File: config.mk
export PLATFORM = sky130hd
export DESIGN_NAME = jpu_lsu
export DESIGN_NICKNAME = d
export VERILOG_FILES = /design/src/rtl/jpu_lsu.sv
export SDC_FILE = /design/constraint.sdc
export NUM_CORES = 1
export LEC_CHECK = 0
export ABC_CLOCK_PERIOD_IN_PS = 4100
export CORE_UTILIZATION = 41
export CTS_CLUSTER_DIAMETER = 30
export CTS_CLUSTER_SIZE = 28
export DETAILED_ROUTE_END_ITERATION = 8
export HOLD_SLACK_MARGIN = 0.02
export PLACE_DENSITY = 0.75
export SLEW_MARGIN = 40
export SYNTH_ARGS = -nofsm -noshare
export SYNTH_HDL_FRONTEND = slang
export SYNTH_SLANG_ARGS = --single-unit
File: constraint.sdc
create_clock -name clk -period 4.1 [get_ports clk]
set_input_delay 0.82 -clock clk [delete_from_list [all_inputs] [get_ports clk]]
set_output_delay 0.82 -clock clk [all_outputs]
set_load 0.05 [all_outputs]
File: src/rtl/jpu_lsu.sv
// Load/store unit for the jpu execute stage: one access outstanding, misaligned
// accesses optionally split into two bus beats, read data merged and extended.
module jpu_lsu #(
  parameter int unsigned DATA_W         = 32,
  parameter int unsigned ADDR_W         = 32,
  parameter bit          MISALIGN_SPLIT = 1'b1
) (
  input  logic                                clk,
  input  logic                                rst_b,
  input  logic                                req_i,
  input  logic                                we_i,
  input  logic [1:0]                          size_i,
  input  logic                                se_i,
  input  logic [ADDR_W-1:0]                   addr_i,
  input  logic [DATA_W-1:0]                   wdata_i,
  output logic                                ready_o,
  output logic                                resp_valid_o,
  output logic [DATA_W-1:0]                   rdata_o,
  output logic                                err_o,
  output logic                                bus_req_o,
  output logic                                bus_we_o,
  output logic [ADDR_W-$clog2(DATA_W/8)-1:0]  bus_addr_o,
  output logic [DATA_W/8-1:0]                 bus_mask_o,
  output logic [DATA_W-1:0]                   bus_wdata_o,
  input  logic                                bus_stall_i,
  input  logic                                bus_rvalid_i,
  input  logic [DATA_W-1:0]                   bus_rdata_i,
  input  logic                                bus_err_i
);

  localparam int unsigned NB       = DATA_W / 8;
  localparam int unsigned LSB_W    = $clog2(NB);
  localparam int unsigned WA_W     = ADDR_W - LSB_W;
  localparam bit          DWORD_OK = (DATA_W == 64);

  localparam logic [2:0] StIdle  = 3'd0;
  localparam logic [2:0] StReq0  = 3'd1;
  localparam logic [2:0] StWait0 = 3'd2;
  localparam logic [2:0] StReq1  = 3'd3;
  localparam logic [2:0] StWait1 = 3'd4;
  localparam logic [2:0] StDone  = 3'd5;
  localparam logic [2:0] StErr   = 3'd6;

  logic [2:0]          r_state, w_state_d;
  logic                r_we, r_se;
  logic [1:0]          r_size;
  logic [ADDR_W-1:0]   r_addr;
  logic [DATA_W-1:0]   r_wdata;
  logic [2*DATA_W-1:0] r_merge, w_merge_d;

  // Legality is judged on the incoming request so ERR follows capture directly.
  logic [3:0]       w_in_bytes_m1;
  logic [LSB_W-1:0] w_in_off;
  logic             w_in_illegal;

  always_comb begin
    w_in_bytes_m1 = (4'd1 << size_i) - 4'd1;
    w_in_off      = addr_i[LSB_W-1:0];
    w_in_illegal  = ((size_i == 2'd3) && !DWORD_OK) ||
                    (((w_in_off & w_in_bytes_m1[LSB_W-1:0]) != '0) && !MISALIGN_SPLIT);
  end

  logic [3:0]          w_bytes;
  logic [LSB_W-1:0]    w_off;
  logic                w_cross, w_hi, w_in_req;
  logic [2*NB-1:0]     w_base, w_ext_mask;
  logic [NB-1:0]       w_beat_mask;
  logic [2*DATA_W-1:0] w_ext_wdata;

  always_comb begin
    w_bytes = 4'd1 << r_size;
    w_off   = r_addr[LSB_W-1:0];
    w_cross = ({1'b0, 4'(w_off)} + {1'b0, w_bytes}) > 5'(NB);
    w_base  = '0;
    for (int i = 0; i < 2 * NB; i++) w_base[i] = (i < int'(w_bytes));
    w_ext_mask  = w_base << w_off;
    w_ext_wdata = {{DATA_W{1'b0}}, r_wdata} << {w_off, 3'b000};
    w_hi        = (r_state == StReq1) || (r_state == StWait1);
    w_in_req    = (r_state == StReq0) || (r_state == StReq1);
    w_beat_mask = w_hi ? w_ext_mask[2*NB-1:NB] : w_ext_mask[NB-1:0];
  end

  always_comb begin
    ready_o     = (r_state == StIdle);
    bus_req_o   = w_in_req;
    bus_we_o    = w_in_req & r_we;
    bus_addr_o  = '0;
    bus_mask_o  = '0;
    bus_wdata_o = '0;
    if (w_in_req) begin
      bus_addr_o  = r_addr[ADDR_W-1:LSB_W] + WA_W'(w_hi);
      bus_mask_o  = w_beat_mask;
      bus_wdata_o = w_hi ? w_ext_wdata[2*DATA_W-1:DATA_W] : w_ext_wdata[DATA_W-1:0];
    end
  end

  // Beat 0 fills the low half of the merge buffer, beat 1 the high half.
  always_comb begin
    w_merge_d = r_merge;
    if (bus_rvalid_i && ((r_state == StWait0) || (r_state == StWait1))) begin
      for (int i = 0; i < NB; i++) begin
        if (w_beat_mask[i]) begin
          if (w_hi) w_merge_d[DATA_W+8*i +: 8] = bus_rdata_i[8*i +: 8];
          else      w_merge_d[8*i +: 8]        = bus_rdata_i[8*i +: 8];
        end
      end
    end
  end

  logic [2*DATA_W-1:0] w_shifted;
  logic                w_sign;
  logic [DATA_W-1:0]   w_result;

  always_comb begin
    w_shifted = r_merge >> {w_off, 3'b000};
    w_sign    = 1'b0;
    w_result  = '0;
    for (int i = 0; i < NB; i++) begin
      if (i == int'(w_bytes) - 1) w_sign = w_shifted[8*i+7];
    end
    for (int i = 0; i < NB; i++) begin
      w_result[8*i +: 8] = (i < int'(w_bytes)) ? w_shifted[8*i +: 8] : {8{r_se & w_sign}};
    end
    resp_valid_o = (r_state == StDone);
    err_o        = (r_state == StErr);
    rdata_o      = (resp_valid_o && !r_we) ? w_result : '0;
  end

  always_comb begin
    w_state_d = r_state;
    case (r_state)
      StIdle: if (req_i) w_state_d = w_in_illegal ? StErr : StReq0;
      StReq0: begin
        if (bus_err_i)         w_state_d = StErr;
        else if (!bus_stall_i) w_state_d = !r_we ? StWait0 : (w_cross ? StReq1 : StDone);
      end
      StWait0: begin
        if (bus_err_i)         w_state_d = StErr;
        else if (bus_rvalid_i) w_state_d = w_cross ? StReq1 : StDone;
      end
      StReq1: begin
        if (bus_err_i)         w_state_d = StErr;
        else if (!bus_stall_i) w_state_d = r_we ? StDone : StWait1;
      end
      StWait1: begin
        if (bus_err_i)         w_state_d = StErr;
        else if (bus_rvalid_i) w_state_d = StDone;
      end
      default: w_state_d = StIdle;
    endcase
  end

  always_ff @(posedge clk or negedge rst_b) begin
    if (!rst_b) begin
      r_state <= StIdle;
      r_we    <= 1'b0;
      r_se    <= 1'b0;
      r_size  <= 2'd0;
      r_addr  <= '0;
      r_wdata <= '0;
      r_merge <= '0;
    end else begin
      r_state <= w_state_d;
      r_merge <= w_merge_d;
      if (ready_o && req_i) begin
        r_we    <= we_i;
        r_se    <= se_i;
        r_size  <= size_i;
        r_addr  <= addr_i;
        r_wdata <= wdata_i;
      end
    end
  end

endmodule

Power grid:
Drawn at 2 px/um. Pins as bars on the die edge.
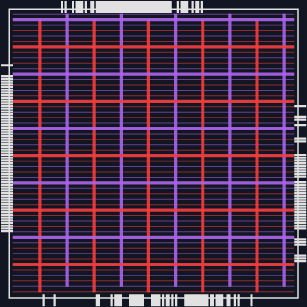
purple -> VDD
red -> VSS
met4 straps = 10
met5 straps = 10
rows = 51
met1 rails = 52
signal pins = 209
horizontal die dimension: 144 um
die height: 144 um
Max rail drop VDD: 479 uV

Local utilization:
Drawn at 2 px/um. The die is cut into 14 by 14 equal tiles; black is low, pale yellow is high, 0 to 100% covered.
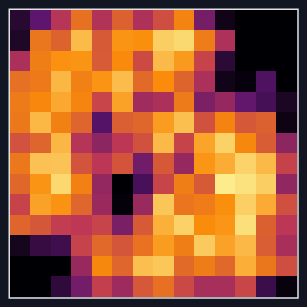
nearly empty tiles = 9.2%
tiles over 75% full = 26%
emptiest ninth of the die = north-east
fullest tile = 96%
mean over tiles = 55%
starting utilization of the core area: 42.1%
final cell utilization of the core: 59.3%
placeable core region: 19,500 sq um

==> results.yml <==
# yosys + openroad results
finish:
  flow.area_growth_from_synthesis_pct: 40.9
  layout.clock.cell_area_share_pct: 4.73
  fraction_of_area_in_registers_pct: 27.5
  nMultiInputCombCells: 544
  final.signal_buffer_count: 227
timing:
  finClkSkew_ns: 0.00855
  finalHoldWorstSlack_ns: 0.286
  worst_pin_slew_ns: 0.797
  timing_max_transition_violations_final: 0
  timing.max_slew.rel_slack_pct: 46.9
drt:
  route.met2.wl_um: 11900
  drcViolationCount: 0
  wl_met1_um: 9950
  detailedRoute.firstIterationViolations: 401
place:
  hpwlAfterDp_um: 17500
  dpl.cell_count: 1190
  place_worst_setup_slack_ns: 0.352
floorplanning:
  pin_count: 209
run_status:
  status: "complete, no violations"
run:
  maxCapViolations: 0
  warning_count: 27
worst_setup_path:
  crit_path_cells: "or3b_4 -> and2_1 -> clkinv_1 -> ha_2 -> ha_2 -> and4_4 -> nand4_1 -> or3_1 -> a21oi_2 -> buf_12"
  timing.setup.critical_path_class: "flop to output pin"
  critical_path_peak_fanout: 6
  crit-reg2reg-launch: "r_addr[1]"
  cpMaxStageDelayCell: "or3b_4"
  critical_path_sink_type: "output pin"
  worstPathArrival_ns: 3.14
yosys:
  ff_type: "dfrtp_1"
  top_cell_area_share_pct: 38.7
power:
  combinationalPowerShare_pct: 56.1
  power.leakage_nw: 4.68
  cellInternalPower_mw: 5.30
  combinationalPower_mw: 5.20
global_route:
  first_global_vias: 6951
  grt_start_max_net_pins: 93
  met3_usage_pct: 6.73
clock_network:
  cts.repair_timing.setup_buffer_count: 0
  cts.repair.resized: 6
  cts.sinks: 127
[cells by family after synthesis]
| kind of cell | share of synthesized area [%] |
|---|---|
| and+or+nand+nor | 13.2 |
| AOI/OAI and AO/OA | 11.5 |
| DFF | 38.7 |
| adders and majority gates | 0.609 |
| xor gates and xnor gates | 1.39 |
| muxes | 29.8 |
| buffers and inverters | 4.77 |
[flip-flops by register name, summed over array words and instances, names as in the netlist]
signal and count:
r_addr 32, r_merge 56, r_se 1, r_size 2
r_state 3, r_wdata 32, r_we 1
[critical path, delay by kind of cell, from the launching register on]
| kind | cells | cell delay [ns] |
|---|---|---|
| buffers and inverters | 2 | 0.22 |
| and+or+nand+nor | 5 | 1.52 |
| adders and majority gates | 2 | 0.40 |
| DFF | 1 | 0.38 |
| AOI/OAI and AO/OA | 1 | 0.20 |
No activity file was given, so power comes from the tool's default toggle rates.
